### Supply network, run 1

The bar under the picture is 50 um long. Pins as bars on the die edge. Tap cells in grey.
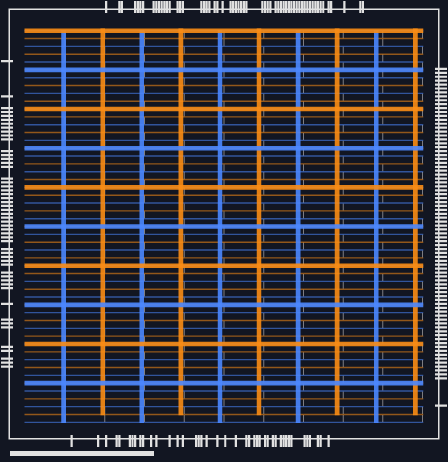
### Cells coloured by class, run 1

The bar under the picture is 50 um long.
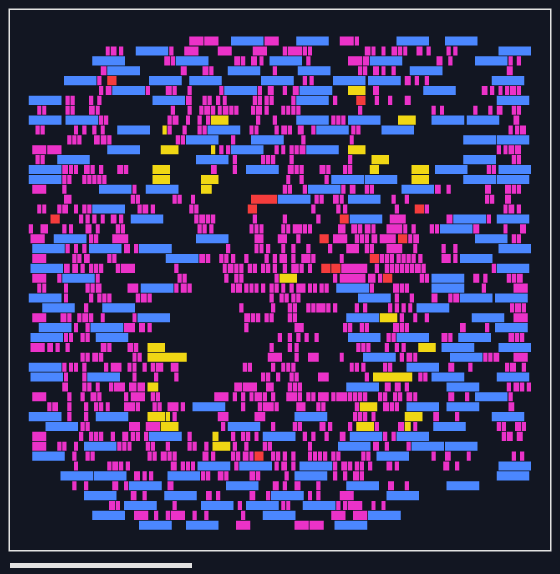
### Clock wires, drivers and flops, run 1

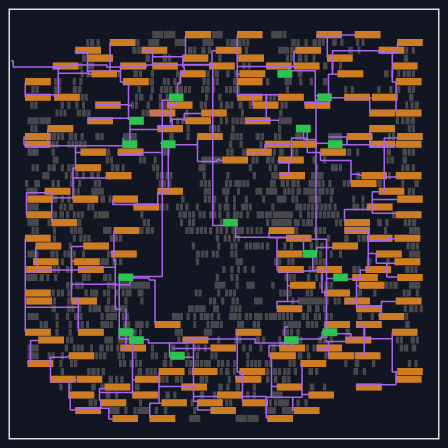
File: config.mk
export PLATFORM = sky130hd
export DESIGN_NAME = if_fetch_ctrl
export DESIGN_NICKNAME = d
export VERILOG_FILES = /design/src/rtl/if_pkg.sv /design/src/rtl/if_npc_sel.sv /design/src/rtl/if_fetch_ctrl.sv
export SDC_FILE = /design/constraint.sdc
export NUM_CORES = 1
export LEC_CHECK = 0
export ABC_AREA = 1
export CAP_MARGIN = 30
export CORE_MARGIN = 5
export CORE_UTILIZATION = 44
export CTS_BUF_LIST = sky130_fd_sc_hd__clkbuf_8
export DETAILED_ROUTE_END_ITERATION = 10
export DONT_BUFFER_PORTS = 1
export PLACE_DENSITY = 0.61
export SYNTH_ARGS = -nofsm -noshare
export SYNTH_HDL_FRONTEND = slang
export SYNTH_HIERARCHICAL = 1
export SYNTH_SLANG_ARGS = --single-unit
File: constraint.sdc
create_clock -name clk -period 2.9 [get_ports clk]
set_input_delay 0.58 -clock clk [delete_from_list [all_inputs] [get_ports clk]]
set_output_delay 0.58 -clock clk [all_outputs]
set_load 0.005 [all_outputs]
File: src/rtl/if_pkg.sv
// Shared definitions for the instruction-fetch stage and its helpers.
package if_pkg;

    localparam int unsigned XLEN_DEFAULT = 32;
    localparam logic [31:0] DEFAULT_RESET_PC = 32'h0000_0000;

    // Jump-kind encoding that selects the absolute jump target.
    localparam logic [1:0] JUMP_ABS = 2'b10;

    typedef enum logic [1:0] {
        IDLE  = 2'd0,
        FETCH = 2'd1,
        WAIT  = 2'd2,
        HOLD  = 2'd3
    } fetch_state_e;

    // Payload handed across the IF/ID boundary.
    typedef struct packed {
        logic [31:0] inst;
        logic [31:0] pc;
        logic [31:0] pc4;
    } if_id_t;

endpackage

File: src/rtl/if_npc_sel.sv
// Next-PC selection: redirect decision, redirect target and sequential PC.
module if_npc_sel
    import if_pkg::*;
#(
    parameter int unsigned XLEN = XLEN_DEFAULT
) (
    input  logic [XLEN-1:0] pc_q,
    input  logic [1:0]      jump,
    input  logic [XLEN-1:0] jump_addr,
    input  logic            pc_src,
    input  logic [XLEN-1:0] branch_addr,
    output logic            redirect_c,
    output logic [XLEN-1:0] target_c,
    output logic [XLEN-1:0] pc_plus4_c
);

    logic jump_abs;

    // Absolute jump outranks a taken branch when both arrive together.
    always_comb begin
        jump_abs   = (jump == JUMP_ABS);
        redirect_c = jump_abs | pc_src;
        target_c   = jump_abs ? jump_addr : branch_addr;
        pc_plus4_c = pc_q + XLEN'(4);
    end

endmodule

File: src/rtl/if_fetch_ctrl.sv
// IF-stage fetch sequencer: owns the PC, issues one instruction-memory
// request at a time, squashes wrong-path responses and presents the fetched
// instruction with its PC and PC+4.
module if_fetch_ctrl
    import if_pkg::*;
#(
    parameter logic [31:0]  RESET_PC = DEFAULT_RESET_PC,
    parameter int unsigned  XLEN     = XLEN_DEFAULT
) (
    input  logic            clk,
    input  logic            reset,
    input  logic            stall,
    input  logic            pc_src,
    input  logic [XLEN-1:0] branch_addr,
    input  logic [1:0]      jump,
    input  logic [XLEN-1:0] jump_addr,
    output logic            imem_req,
    output logic [XLEN-1:0] imem_addr,
    input  logic            imem_ready,
    input  logic            imem_rvalid,
    input  logic [XLEN-1:0] imem_rdata,
    output logic            out_valid,
    output logic [XLEN-1:0] out_inst,
    output logic [XLEN-1:0] out_pc,
    output logic [XLEN-1:0] out_pc4
);

    fetch_state_e    state_q, state_d;
    logic [XLEN-1:0] pc_q, pc_d;
    logic            squash_q, squash_d;
    logic            req_d;
    logic [XLEN-1:0] addr_d;
    logic            valid_d;
    if_id_t          out_q, out_d;

    logic            redirect_c;
    logic [XLEN-1:0] target_c;
    logic [XLEN-1:0] pc_plus4_c;

    if_npc_sel #(.XLEN(XLEN)) u_npc_sel (
        .pc_q        (pc_q),
        .jump        (jump),
        .jump_addr   (jump_addr),
        .pc_src      (pc_src),
        .branch_addr (branch_addr),
        .redirect_c  (redirect_c),
        .target_c    (target_c),
        .pc_plus4_c  (pc_plus4_c)
    );

    // Next-state, PC, squash, request and IF/ID payload decisions.
    always_comb begin
        state_d  = state_q;
        pc_d     = pc_q;
        squash_d = squash_q;
        req_d    = imem_req;
        addr_d   = imem_addr;
        valid_d  = out_valid;
        out_d    = out_q;

        case (state_q)
            IDLE: begin
                state_d = FETCH;
                req_d   = 1'b1;
                if (redirect_c) begin
                    pc_d   = target_c;
                    addr_d = target_c;
                end else begin
                    addr_d = pc_q;
                end
            end

            FETCH: begin
                // Address is frozen while the request is pending; a redirect
                // only retargets the PC and marks the response as wrong-path.
                if (redirect_c) begin
                    pc_d     = target_c;
                    squash_d = 1'b1;
                end
                if (imem_ready) begin
                    state_d = WAIT;
                    req_d   = 1'b0;
                end
            end

            WAIT: begin
                if (imem_rvalid) begin
                    if (redirect_c || squash_q) begin
                        // Wrong-path data: drop it and refetch from the PC.
                        state_d  = FETCH;
                        squash_d = 1'b0;
                        req_d    = 1'b1;
                        pc_d     = redirect_c ? target_c : pc_q;
                        addr_d   = redirect_c ? target_c : pc_q;
                    end else begin
                        state_d   = HOLD;
                        valid_d   = 1'b1;
                        out_d.inst = imem_rdata;
                        out_d.pc   = pc_q;
                        out_d.pc4  = pc_plus4_c;
                    end
                end else if (redirect_c) begin
                    pc_d     = target_c;
                    squash_d = 1'b1;
                end
            end

            HOLD: begin
                if (redirect_c) begin
                    state_d = FETCH;
                    valid_d = 1'b0;
                    req_d   = 1'b1;
                    pc_d    = target_c;
                    addr_d  = target_c;
                end else if (!stall) begin
                    state_d = FETCH;
                    valid_d = 1'b0;
                    req_d   = 1'b1;
                    pc_d    = pc_plus4_c;
                    addr_d  = pc_plus4_c;
                end
            end

            default: begin
                state_d = IDLE;
                req_d   = 1'b0;
            end
        endcase
    end

    // State, PC and registered outputs.
    always_ff @(posedge clk or negedge reset) begin
        if (!reset) begin
            state_q   <= IDLE;
            pc_q      <= XLEN'(RESET_PC);
            squash_q  <= 1'b0;
            imem_req  <= 1'b0;
            imem_addr <= XLEN'(RESET_PC);
            out_valid <= 1'b0;
            out_q     <= '0;
        end else begin
            state_q   <= state_d;
            pc_q      <= pc_d;
            squash_q  <= squash_d;
            imem_req  <= req_d;
            imem_addr <= addr_d;
            out_valid <= valid_d;
            out_q     <= out_d;
        end
    end

    assign out_inst = out_q.inst;
    assign out_pc   = out_q.pc;
    assign out_pc4  = out_q.pc4;

endmodule
==> flow_summary.ini, run 1 <==
; generated from flow reports
[timing]
final-max-slew-violation-count = 0
rsz0062_at_grt = false
whs_ns = -0.184
tns_ns = 0
setup_viol = 0
finalClockPeriodUsage_pct = 74.2
max_slew_margin_pct = 39.8
max_freq_mhz = 464
worstMarginPinSlew_ns = 0.901
post-route-min-period_ns = 2.15
hold_violations = 165

[finish]
fin_nets = 1207
layout_top_cells = nand2_1, dfrtp_1, inv_1
syn2layout_area_growth_pct = 6.85
finish.utilization_pct = 48.0
final_cell_count_no_fill = 1370
layout-drive-gt1-share_pct = 8.65
n_antenna_cell = 0
lay_top_count = nand2_1
fill_cells = 1912

[cts]
cts_num_sinks = 165
htree_levels = 4
cts_buffers = 17
cts_buffer_depth = 2
insertion_delay_ns = 0.46
tritoncts = done

[logic_synthesis]
synth.yosys.num_cells = 1119
synthTopCellsByArea = dfrtp_1, nand2_1, mux2_2, nand3_1, inv_1
syn_avg_cell_area_sq_um = 7.56
syn_nets = 1228
yosysWarnings = 6
ys_area_sq_um = 8460
synth.distinct_cells = 27
synth_cells = 1119
synth_seq_share_pct = 48.8
synth.cell_area_sq_um = 8460
top_area_share_pct = 48.8
synth.largest_area_cell = dfrtp_1

[routing]
num_vias = 6827
dr.pass1.iters = 4
ant_nets = 0
viasPerCell = 4.98
finalWirelength_mm = 23.0
wl_per_cell_um = 16.8
drt_iter0_drc = 370

[global_route]
antenna_found_initial = 0
grt_pass1_wl_mm = 36.8
globalRouteOverflowTotal = 0
grt_start_max_net_pins = 166
grt_pass1_vias = 6786

[power]
leakage_nw = 4.87
pwr_density_cell_nw_per_um2 = 831

[hold_path]
min_path_type = in2async

[placement]
dp_cells = 1339
dp_hpwl_mm = 15.9
portBuffers = 0
place_congestion = 0.864

[critical_path]
cp.arrival_ns = 2.54
path_cells = inv_1 > ha_1 > nand2_1 > inv_2 > nand2_8 > nand2_2 > inv_2 > nand2_1 > nand2_1
path_class = reg2reg
slowest_stage = inv_2
reg2reg_slack_ns = 0.75
cp_max_fo = 61
path_delay_family = simple AND/OR/NAND/NOR gates
worst_path_most_repeated_cell = nand2_1
cp-end-kind = flop
cpPeakStageDelay_ns = 0.51
crit_buf_inv = 3
cp_data_required_time_ns = 3.29
start_kind = flop

[run]
drv_cap = 0
tool_warnings = 33

[die]
die_area_sq_um = 22100
ios = 234
initial_core_util_pct = 44.9

[outcome]
outcome = complete, but fails checks
violations = hold timing
-- 'Supply network' (at the start) --
VSS -> blue
VDD -> orange
signal pins = 234
rows = 50
maximum vdd drop: 0.357 mV
Die Wd: 149 um

-- 'Cells coloured by class' (at the start) --
clock drivers and dummy loads -> yellow  # cells 31
remaining buffers and delay cells -> red  # cells 14
remaining logic cells -> magenta  # cells 900
registers -> blue  # cells 165
sequential cell area share: 45.7%
core area: 18800 sq um
row count: 50
final instance area: 9040 sq um

-- 'Clock wires, drivers and flops' (at the start) --
flip-flops -> orange  # count 165
clock wires -> purple  # length 2200 um
clock-net drivers -> green  # count 17
routed clock nets = 18
skew final: 0.0147 ns
part of the power in the clock network: 22.5%

-- run 1: routing by layer --
layer,global-route usage (%),wire length [um],vias to the layer above
met4,5.17,228,0
met2,33.0,10600,231
met1,28.4,10000,3170
met3,6.58,2130,14
li1,-,-,3412
met5,0,0,-
-- run 1: final cells by class --
cell class | count | area, sq um | area share [%]
clock buffers | 21 | 289 | 3.20
clock inverters | 10 | 106 | 1.18
inverters | 95 | 357 | 3.95
multi-input cells | 805 | 3710 | 41.1
flip-flops and latches | 165 | 4130 | 45.7
well taps | 260 | 325 | 3.60
repair buffers | 14 | 118 | 1.30
-- run 1: repair_timing --
item,CTS,global route
buffers inserted,0,0
resized,0,0
setup endpoints to repair,0,0
endpoints found under the hold margin,165,165
-- run 1: registers in the layout, indices dropped and copies added, names as in the netlist, 2 cells and up --
name,cells
out_pc4,32
state_q,2
pc_q,32
imem_addr,32
out_inst,32
out_pc,32
-- run 1: kinds of logic after synthesis --
family	share of synthesized area [%]
AOI/OAI and AO/OA	4.10
xor gates and xnor gates	1.55
adders and majority gates	0.740
buffers and inverters	7.44
DFF	48.8
muxes	4.26
and+or+nand+nor	33.1
-- run 1: final timing paths --
kind                       cells after the start      startpoint            to
setup / recovery                               9      state_q[0]      pc_q[21]
hold / removal                                 0           reset   out_pc4[16]
setup reg to reg                               9      state_q[0]      pc_q[21]
hold reg to reg                                2     out_inst[2]   out_inst[2]
max in group asynchronous                      0           reset   out_pc4[11]
min in group clk                               2  imem_rdata[17]  out_inst[17]
-- run 1: synthesized netlist by cell type --
| cell | count |
|---|---|
| a21oi_1 | 1 |
| and2_1 | 3 |
| buf_1 | 3 |
| buf_2 | 29 |
| buf_4 | 7 |
| buf_6 | 1 |
| clkbuf_1 | 14 |
| dfrtp_1 | 165 |
| ha_1 | 5 |
| inv_1 | 92 |
| inv_2 | 3 |
| mux2_2 | 32 |
| nand2_1 | 550 |
| nand2_2 | 3 |
| nand2_4 | 2 |
| nand3_1 | 71 |
| nand3_2 | 1 |
| nand3b_1 | 9 |
| nor2_1 | 34 |
| nor2_2 | 4 |
| nor2_4 | 6 |
| nor2_8 | 1 |
| o21ai_0 | 3 |
| o21ai_1 | 64 |
| o22ai_1 | 1 |
| xnor2_1 | 4 |
| xor2_1 | 11 |
-- run 1: where the power goes --
part	switching, mW	total (mW)	leakage (nW)	internal (mW)
Sequential	0.704	3.71	2.17	3.00
Clock	0.845	1.69	0.212	0.845
Combinational	1.38	2.11	2.49	0.727
-- run 1: through the flow --
stage	cell area [sq um]	worst slack (ns)	hold WS, ns	total power [mW]
after detailed placement	8640	0.528	0.290	5.89
after global routing	9040	0.514	-0.230	8.13
after CTS	9040	0.750	-0.225	7.61
after global placement	8640	0.543	0.292	5.85
final	9040	0.747	-0.184	7.51
after floorplan	8460	0.948	0.284	5.19
### Metal layers overlaid, run 1

The bar under the picture is 50 um long. Two of the layers only.
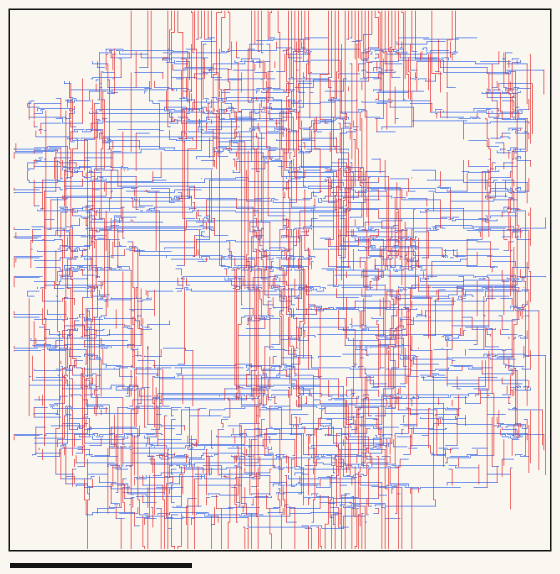

==> inputs of run 2 (changes only) <==
clock period = 2.1 ns   (was 2.9 ns; I/O delays follow)
### Metal layers overlaid, run 2

The bar under the picture is 50 um long. Two of the layers only.
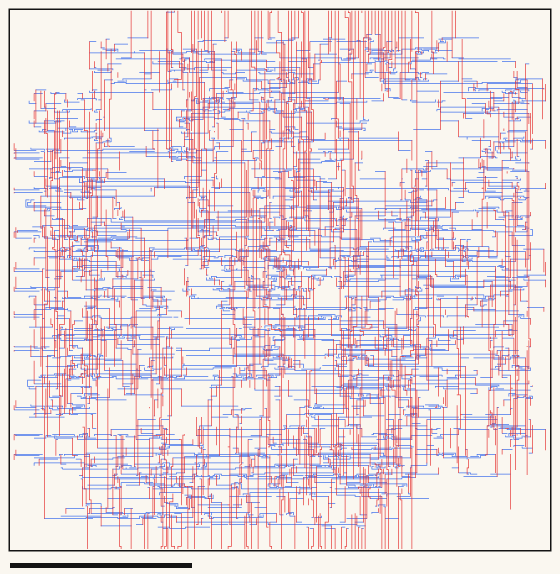
M1 -> blue  # wire length 10600 um
M2 -> red  # wire length 10800 um
GRT Overall Usage: 21.4%
Vias: 6794

==> run 2 against run 1 <==
The flow still finishes with violations (hold timing). Clock skew grew 0.0012 ns. Via count shrank 0.48%. Critical path depth is the same. Synthesized area is the same. Count of clock-buffer cells in the layout shrank 2. Core utilization grew 0.37 points. Wire length grew 2.3%. Global-route usage grew 0.37 points. Cell count grew 0.29%. Power grew 40%. Non-clock buffer count grew 5. Sequential share of layout area shrank 0.35 points.
==> flow_summary.ini, run 2 <==
; generated from flow reports
[timing]
final-max-slew-violation-count = 0
rsz0062_at_grt = false
worstMarginPinSlew_ns = 0.668
hold_violations = 165
setup_viol = 0
max_freq_mhz = 532
finalClockPeriodUsage_pct = 89.5
post-route-min-period_ns = 1.88
fin_worst_skew_ns = 0.0159
tns_ns = 0
whs_ns = -0.337
max_slew_margin_pct = 55.4

[logic_synthesis]
synth_seq_share_pct = 48.8
edf_count = 0
syn_nets = 1228
synth.cell_area_sq_um = 8460
yosysWarnings = 6
ys.flop_type = dfrtp_1
top_cell = nand2_1
synthTopCellsByArea = dfrtp_1, nand2_1, mux2_2, nand3_1, inv_1
synth_cells = 1119
synth.largest_area_cell = dfrtp_1
syn_avg_cell_area_sq_um = 7.56
synthArstFlopShare_pct = 100
top_area_share_pct = 48.8
synth.distinct_cells = 27
ys_area_sq_um = 8460
synth_flops = 165
synth.yosys.num_cells = 1119
yosys-top-cells-count = nand2_1, dfrtp_1, inv_1

[routing]
wl_per_cell_um = 17.1
drcViolationCount = 0
ant_nets = 0
dr.pass1.iters = 5
drt_iter0_drc = 371
finalWirelength_mm = 23.5
viasPerCell = 4.94

[critical_path]
worst_path_most_repeated_cell = nand2_1
cp-end-kind = flop
path_cells = inv_1 > ha_1 > nand2_1 > inv_2 > nand2_8 > nand2_2 > inv_2 > nand2_1 > nand2_1
slowest_stage = inv_2
r2r_start = state_q[0]
cp_max_fo = 32
cp_data_required_time_ns = 2.50
crit_start = state_q[0]
cp.arrival_ns = 2.28
path_delay_family = buffers and inverters
start_kind = flop
crit_buf_inv = 3
path_class = reg2reg
cpPeakStageDelay_ns = 0.49
r2r_cells = 9
path_depth = 9

[power]
power_frac_seq_pct = 48.9
swShare_pct = 39.1
switchingPower_mw = 4.12
total_power_mw = 10.5
pwr-share-comb_pct = 28.5
p_clk_share_pct = 22.6
leakage_nw = 4.91
intPower_mw = 6.41
peakVddDrop_mv = 0.436
pwr_density_cell_nw_per_um2 = 1160

[die]
die_area_sq_um = 22100
initial_core_util_pct = 44.9
dieWidth_um = 149
coreArea_sq_um = 18800
ios = 234
fp-row-count = 50
fp.dieH_um = 149

[finish]
comb_area_sq_um = 3720
syn2layout_area_growth_pct = 7.66
n_antenna_cell = 0
layout-drive-gt1-share_pct = 9.25
lay_top_count = nand2_1
fill_cells = 1883
fin_nets = 1212
final_cell_count_no_fill = 1374
layout_top_cells = nand2_1, dfrtp_1, inv_1
seq_area_sq_um = 4130

[cts]
cts_num_sinks = 165
tritoncts = done
htree_levels = 4
clk_pin_slew_ns = 0.09
cts_buffer_depth = 2
cts_root_buffer = clkbuf_8
cts_setup_buffers = 0
cts_buffers = 17
insertion_delay_ns = 0.45

[outcome]
outcome = complete, but fails checks
violations = hold timing

[placement]
dp_cells = 1344
portBuffers = 0
dp_hpwl_mm = 16.4
place_congestion = 0.869

[global_route]
met2_usage_pct = 33.6
grt_start_max_net_pins = 166
antenna_found_initial = 0
grt_pass1_vias = 6754
grt_pass1_wl_mm = 37.4
grtUsageMet1_pct = 28.9
globalRouteOverflowTotal = 0
gr-max-usage-layer = met2
use_met3_pct = 7.31

[run]
tool_warnings = 33
drv_cap = 0

[hold_path]
min_path_type = in2async
## run 2: cell counts after synthesis
No cell type changed its count.
## run 2: per-layer routing
layer  share of wire, %  wire (um)
met5                  0          0
met4               0.92        217
met3                8.4       1970
met2                 46      10800
met1                 45      10600
## run 2: worst paths after layout
check / endpoint / slack, ns
max in group asynchronous: state_q[1] / 2.24
max: pc_q[3] / 0.22
min in group clk: out_inst[17] / 0.11
max reg2reg: pc_q[3] / 0.22
min: out_inst[28] / -0.34
min reg2reg: imem_addr[11] / 0.50
## run 2: cell type report
class | instances | area share (%)
Multi-Input combinational cell | 805 | 40.8
Sequential cell | 165 | 45.3
Clock inverter | 11 | 1.48
Inverter | 95 | 3.92
Tap cell | 260 | 3.57
Timing Repair Buffer | 19 | 1.98
Clock buffer | 19 | 2.87
## run 2: timing repair
action                                  CTS  global route
gates resized                             0             2
endpoints found under the hold margin   165           165
endpoints found under the setup margin    0            14
## run 2: metrics by stage
stage	util (%)	worst slack, ns	cell area, sq um
finish	48.4	0.220	9100
global route	48.4	0.0235	9100
CTS	48.3	0.176	9100
detailed placement	46.2	0.0925	8700
global placement	46.2	0.105	8700
floorplan	-	0.308	8460
## run 2: cell families (layout without fill, tap and decap cells)
group                    count (synthesis)  count (layout)  synth area share (%)
buffers and inverters                  149             144                  7.44
adder cells (fa/ha/maj)                  5               5                 0.740
AND/OR/NAND/NOR                        684             684                  33.1
AND-OR/OR-AND                           69              69                  4.10
flip-flops                             165             165                  48.8
XOR/XNOR                                15              15                  1.55
multiplexers                            32              32                  4.26
## run 2: power by group through the flow
stage | logic (mW) | clock network [mW] | registers (mW)
final | 3.01 | 2.38 | 5.15
after global routing | 3.50 | 2.59 | 5.31
after CTS | 3.03 | 2.46 | 5.18
after detailed placement | 3.01 | 0 | 5.24
after global placement | 2.98 | 0 | 5.23
after floorplan | 2.31 | 0 | 4.86
### Cell outlines without signal wires, run 2

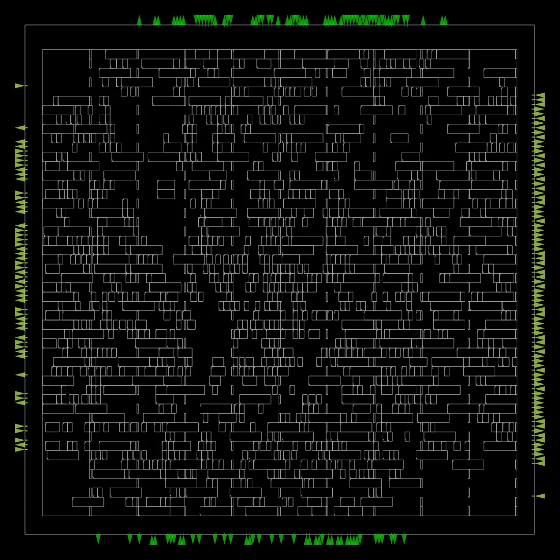

==> inputs of run 3 (changes only) <==
HOLD_SLACK_MARGIN = 0.02   (was unset)
SETUP_SLACK_MARGIN = 0.3   (was unset)
### Cell outlines without signal wires, run 3

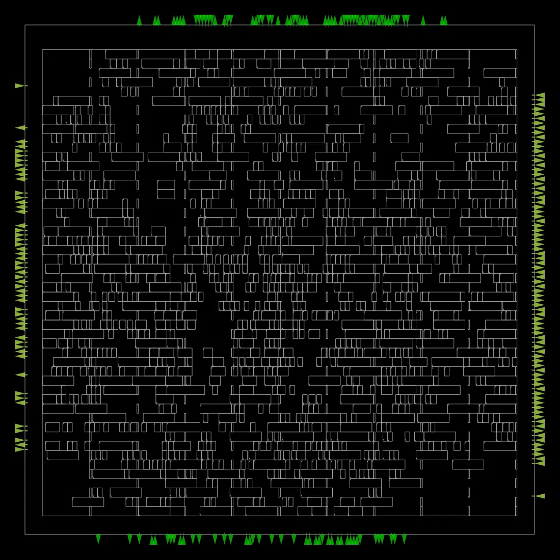
Seq cells: 165
Final Core Density: 49.8%
Tapcells: 260

==> run 3 against run 2 <==
The run still ends with hold timing left. Fmax up 5.8%. Non-clock buffer count up 19. Clock skew down 0.0038 ns. Die size unchanged. Via count up 1.9%. Critical path depth up 3. Critical endpoint is now imem_addr[15].
==> flow_summary.ini, run 3 <==
; generated from flow reports
[outcome]
outcome = complete, but fails checks
violations = hold timing

[die]
dieWidth_um = 149
fp.dieH_um = 149
fp-row-count = 50
ios = 234
coreArea_sq_um = 18800

[critical_path]
start_kind = flop
path_class = reg2reg
r2r_start = pc_q[2]
cp.arrival_ns = 2.17
cp_max_fo = 4
cp-end-kind = flop
crit_start = pc_q[2]
timing.rr.end = imem_addr[15]
reg2reg_slack_ns = 0.32
cp_data_required_time_ns = 2.49

[timing]
whs_ns = -0.336
finalClockPeriodUsage_pct = 84.6
finalWorstSetupSlack_ns = 0.323
hold_violations = 165
post-route-min-period_ns = 1.78
max_freq_mhz = 563
rsz0062_at_grt = true
max_slew_margin_pct = 73.4
tns_ns = 0

[logic_synthesis]
synth_cells = 1119
syn_nets = 1228
yosysWarnings = 6
edf_count = 0
top_area_share_pct = 48.8
compound_area_share_pct = 4.10
ys.flop_type = dfrtp_1
synth.distinct_cells = 27
yosys-top-cells-count = nand2_1, dfrtp_1, inv_1
logic_family = simple AND/OR/NAND/NOR gates
syn_avg_cell_area_sq_um = 7.56
top_cell = nand2_1
synth.largest_area_cell = dfrtp_1
mux_area_share_pct = 4.26
synth-adder-area-share_pct = 0.740
synthTopCellsByArea = dfrtp_1, nand2_1, mux2_2, nand3_1, inv_1
synthXorXnorAreaFrac_pct = 1.55
synthArstFlopShare_pct = 100
synth.cell_area_sq_um = 8460
synth_seq_share_pct = 48.8

[global_route]
grt_start_max_net_pins = 166
globalRouteOverflowTotal = 0
track_usage_pct = 21.4
grt_pass1_vias = 6804
antenna_found_initial = 0

[hold_path]
min_path_type = in2async

[finish]
n_antenna_cell = 0
layout_top_cells = nand2_1, dfrtp_1, inv_1
fin_nets = 1231
lay_top_count = nand2_1
final_cell_count_no_fill = 1393
finish.instance_area_sq_um = 9370
syn2layout_area_growth_pct = 10.8
fill_cells = 1866
comb_area_sq_um = 3800

[placement]
dp_hpwl_mm = 16.4
post-place-ws_ns = 0.0925
place_congestion = 0.869
dp_cells = 1344

[routing]
viasPerCell = 4.97
finalWirelength_mm = 23.9
drcViolationCount = 0
drt_iter0_drc = 362
ant_nets = 0
wl_per_cell_um = 17.2

[power]
total_power_mw = 10.8
peakVddDrop_mv = 0.445
leakage_nw = 5.01
pwr_density_cell_nw_per_um2 = 1150

[run]
drv_cap = 0
tool_warnings = 35

[cts]
clk_pin_slew_ns = 0.09
tritoncts = done
cts_num_sinks = 165
insertion_delay_ns = 0.45
cts_buffers = 17
cts_buffer_depth = 2
## run 3: cell counts after synthesis
Identical to the previous run, type by type.
## run 3: area by class of cell
type                       count  area share, %
sequential                   165           44.3
timing repair buffer          38           3.56
multi-input combinational    805           40.6
tap                          260           3.47
inverter                      95           3.83
clock inverter                11           1.44
clock buffer                  19           2.79
## run 3: cells by family (layout without fill, tap and decap cells)
logic type | count (synthesis) | in the layout
AND-OR/OR-AND | 69 | 69
XOR/XNOR | 15 | 15
adder cells (fa/ha/maj) | 5 | 5
buffers and inverters | 149 | 163
flip-flops | 165 | 165
multiplexers | 32 | 32
AND/OR/NAND/NOR | 684 | 684
## run 3: worst max path at each step
stage	to	cells past startpoint
2_1_floorplan	pc_q[0]	12
3_3_place_gp	pc_q[2]	9
3_5_place_dp	pc_q[3]	9
4_1_cts	imem_addr[26]	14
5_1_grt	imem_addr[21]	13
6_report	imem_addr[15]	12
## run 3: critical path, stage by stage (launching register included)
cell and delay [ns]:
dfrtp_1 0.42, inv_1 0.10, nor2_4 0.16, nand2_2 0.11
nor2_4 0.19, buf_4 0.14, xor2_1 0.16, inv_1 0.08
nand2_1 0.06, nand3_1 0.07, nand2_1 0.09, nand2_1 0.06
nand2_1 0.07
## run 3: timing repair
item                                    in CTS  in global routing
pin swaps                                    3                 17
buffers inserted                             6                 13
endpoints found under the hold margin      165                165
gates resized                               13                 36
endpoints found under the setup margin      46                 79
## run 3: power breakdown
group	switching, mW	total, mW	internal (mW)	leakage [nW]
sequential	0.988	5.16	4.17	2.15
combinational	2.05	3.22	1.17	2.65
clock	1.17	2.38	1.22	0.214
total	4.20	10.8	6.56	5.01
## run 3: per-layer routing
metal  share of wire [%]  GRT usage, %
met1                  45          29.0
met2                  46          33.7
met3                 8.4          7.01
met4                 1.1          4.85
met5                   0             0
Power figures rest on the tool's default switching activity, not on a simulated workload.
